**Close-up of the layout**

Scale bar: 5 um. Window x 86 to 106, y 126 to 146 um. Cells in grey, sequential cells in the stronger grey; small squares are vias.
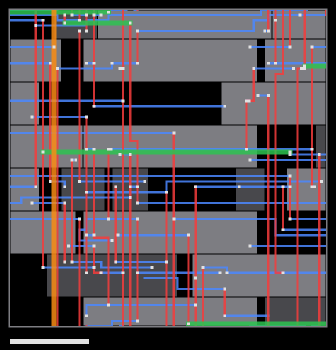
**Selected gate families**

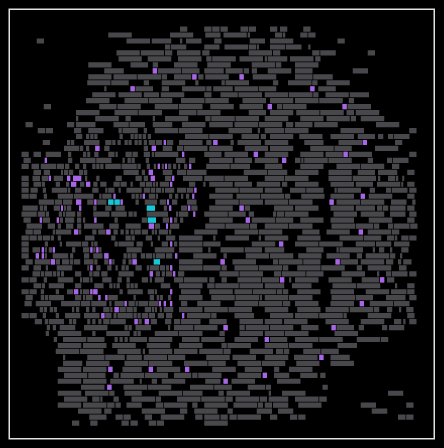
**Wiring heat map**

The die is cut into 39 by 39 equal tiles; white is low, dark blue is high, scaled to the fullest tile. Values are wire area over tile area, all layers added.
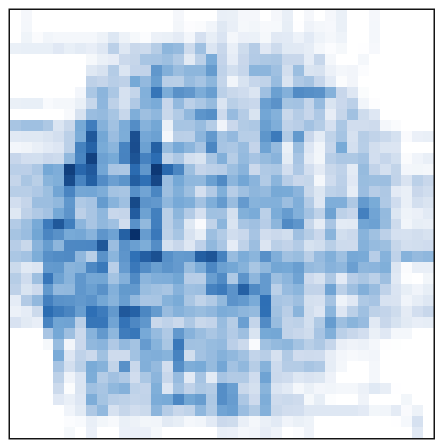
**Pin placement**

Scale bar: 50 um. Pins as bars across the die edge, other pins in grey.
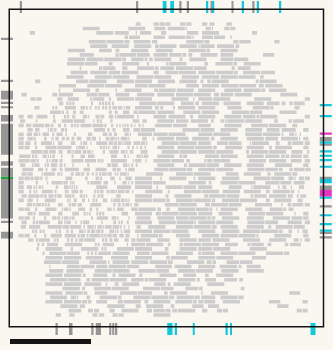
Design result_argmax_collector, sky130hd; sources not shown.
==> notes.md <==
The layout was made with Yosys and OpenROAD.

Setup repair after global routing left no endpoint under its margin. Along the worst path, the maximum fanout reaches around 43. The post-route DRC violation count is 0. The arrival time of data at the critical path endpoint is 5480 ps.

The number of cells in Yosys stat is between 1k and 1.5k. The checks that failed: capacitance limit, slew limit. Looking at the worst setup and hold paths, the clock pins of their registers show a slew of ~60 ps. The worst path meets setup with between 1000 and 1500 ps of slack. The warning tally printed by Yosys for this design is 0. The final max-slew violation count recorded for this run is around 350. STA puts the critical path data required time at 6700 ps.

Post-CTS timing repair inserted 0 buffers for setup. The tally of max-capacitance violations is 11. Using the TritonRoute via totals, the vias-per-cell ratio works out to 5.82. Wire segments on met2 add up to 17600 um in the final route. In this run the worst hold path is classified as flop to flop. Cells with a size suffix above 1 make up between 10% and 20% of the layout. The clock tree buffer depth is 3. The number of unique standard cell types used by synthesis is ~44. After layout, the design draws a total of a little over 5000 uW. The post-route cell area is between 0.015 and 0.02 sq mm. The number of flip-flops under the largest register name is 320.

TritonCTS built the clock tree. The internal power consumption is about 4000 uW. CTS placed an instance of clkbuf_16 at the clock tree root.

Synthesis inferred between 300 and 400 register bits. The post-layout net count is approximately 1.3k. RePlAce ended its routability-driven mode at a weighted congestion of ~0.85. The final timing report lists a hold violation count of 0.

The power density over the cells is roughly 270 mW/mm^2. The H-tree was split into 2 levels. The post-route met1 wirelength is approximately 17000 um. The TritonCTS buffer count is ~40. The clock net in this run drives a total of 396 sinks. The launching element type of the critical path is an input pin. The slowest stage of the critical path belongs to the cell clkbuf_1. The main flop type is edfxtp_1.

The uppermost metal layer occupied by signal nets is met4. In this run the tools logged warnings totalling 29. The hold buffer count at cts is 0. Post-CTS repair changed the size of 0 cells.

The met3 track demand over resource in global routing is roughly 3.8%. The layout overhead on the synthesized area is 17.8%. In the floorplan report the effective utilization is slightly below 50%. Per the GRT congestion report, total overflow comes to 0. The number of global-route vias before repair was slightly below 10k. For this run, the slowest stage of the critical path takes between 1500 and 2000 ps. The power report attributes to the clock group a share of a little over two fifths. The detailed-router iteration count before antenna repair is 4.

The count of endpoints failing setup in the final report is 0. The count of pins on the block boundary is roughly 120. The report gives the cell count of the worst hold path as 2.

The script extracted a total leakage power of roughly 0.0067 uW. Each instance of the synthesized netlist takes up on average between 15 and 20 sq um. The fraction of the yosys area taken by sequential cells is 67.6%.

Headroom to the max-slew limit came out at -81.6%. In this run the core area contains around 67 standard-cell rows. The combinational group power is ~360 uW. The overall die area is 0.0376 sq mm. The maximum number of pins on one net before global-route repair is 70. The region available for standard cell placement spans about 0.033 sq mm. The run finished, with violations left. The transition time at the pin with the least slew margin is ~2700 ps. The global-route track usage on met1 is 30.5%. The element type at the critical path end is a flop.

The net switching power is 1120 uW.
About 'close-up of the layout':
- green: M3
- orange: M4
- blue: M1
- red: M2
- most frequent: edfxtp_1 (7)
- sequential cells in the window: 7
- cells with their middle in the window: 12

About 'selected gate families':
- purple: nor cells (cells 102)
- cyan: non-inverting ao/oa cells (cells 5)
multi-input logic portion of the cell area: 25.8%
count of placed standard cells in the final layout, fillers left out: 1671
most common logic cell in the routed design: edfxtp_1

About 'wiring heat map':
- fullest tile: 0.59
- densest ninth of the die: west
- nearly empty tiles: 17%
- tiles over half the peak: 16%
detailed-route via count: 9719
GRT Resource Usage Total: 20.4%
routed length per placed instance: 22.7 um
post-detailed-routing wire length: 38000 um

About 'pin placement':
- green: overflow (pins 1; direction output; edge west)
- cyan: rd_data (pins 32; direction output; edge 13 east, 10 south, 9 north)
- magenta: rd_addr (pins 4; direction input; edge east)
- all pins by edge: 54 west, 26 east, 20 south, 16 north
Port Buf Inserts: 115
height of the die: 195 um
die width: 193 um

final cells by class:
type	instances	area (sq um)
fillers	2590	13900
flip-flops and latches	396	11100
multi-input cells	590	5000
repair buffers	155	1370
clock buffers	43	1080
well taps	448	561
clock inverters	33	233
inverters	6	22.5
synth_stat cells, types with 2 or more instances:
| cell | n | area [sq um] |
|---|---|---|
| a21o_1 | 2 | 15.0 |
| and3_1 | 4 | 25.0 |
| xnor2_1 | 32 | 280 |
| o21ai_0 | 23 | 115 |
| a211oi_1 | 65 | 488 |
| buf_1 | 9 | 33.8 |
| mux2i_1 | 32 | 320 |
| nor3b_1 | 3 | 22.5 |
| nor2_1 | 47 | 176 |
| inv_1 | 6 | 22.5 |
| mux4_2 | 64 | 1440 |
| clkbuf_1 | 48 | 180 |
| nor4_1 | 14 | 87.6 |
| ha_1 | 36 | 450 |
| o21ai_1 | 22 | 110 |
| or2_2 | 2 | 12.5 |
| a21oi_1 | 51 | 255 |
| and2_1 | 8 | 50.1 |
| nand2_1 | 45 | 169 |
| xor2_1 | 33 | 289 |
| buf_6 | 3 | 33.8 |
| buf_2 | 11 | 55.1 |
| and4_1 | 2 | 17.5 |
| edfxtp_1 | 320 | 9610 |
| dfxtp_1 | 76 | 1520 |
| nor3_1 | 5 | 25.0 |
| a31oi_1 | 2 | 12.5 |
| nand2b_1 | 3 | 18.8 |
| nor2b_1 | 33 | 206 |
| nand4_1 | 10 | 62.6 |
| nand3_1 | 39 | 195 |
cells by family (layout without fill, tap and decap cells):
kind of cell               Yosys count  in the layout  synth area share (%)
AOI/OAI and AO/OA                  175            175                  6.84
xor gates and xnor gates            65             65                  3.46
adders and majority gates           36             36                  2.74
buffers and inverters               77            237                  1.98
DFF                                396            396                  67.6
muxes                               96             96                  10.7
and+or+nand+nor                    218            218                  6.64
cells in the final DEF, fill, tap and decap left out, types with 3 or more instances in the layout:
| cell | instances |
|---|---|
| xnor2_1 | 32 |
| bufinv_16 | 3 |
| ha_1 | 36 |
| edfxtp_1 | 320 |
| nand2_1 | 45 |
| inv_1 | 14 |
| nor2_1 | 46 |
| clkbuf_1 | 26 |
| clkinvlp_4 | 3 |
| clkinv_1 | 10 |
| nor3b_1 | 3 |
| mux2i_1 | 32 |
| nand4_1 | 10 |
| o21ai_0 | 23 |
| nor4_1 | 14 |
| nor2b_1 | 33 |
| and2_0 | 7 |
| a211oi_1 | 65 |
| dfxtp_1 | 76 |
| o21ai_1 | 22 |
| mux4_2 | 64 |
| clkinv_2 | 7 |
| and3_1 | 4 |
| buf_4 | 14 |
| dlygate4sd3_1 | 107 |
| nor3_1 | 5 |
| a21oi_1 | 52 |
| nand3_1 | 39 |
| xor2_1 | 33 |
| nand2b_1 | 3 |
| clkdlybuf4s50_1 | 3 |
| clkbuf_16 | 43 |
per-stage QoR:
| stage | util, % | hold slack [ps] |
|---|---|---|
| final | 58.3 | 336 |
| after floorplan | - | 322 |
| after global placement | 54.6 | 307 |
| after CTS | 58.5 | 345 |
| after global routing | 58.3 | 369 |
| after detailed placement | 54.6 | 318 |
critical path: cells and delay by family:
| family | cells | cell delay, ps |
|---|---|---|
| buffers and inverters | 2 | 2450 |
| AND/OR/NAND/NOR | 4 | 2310 |
No activity file was given, so power comes from the tool's default toggle rates.
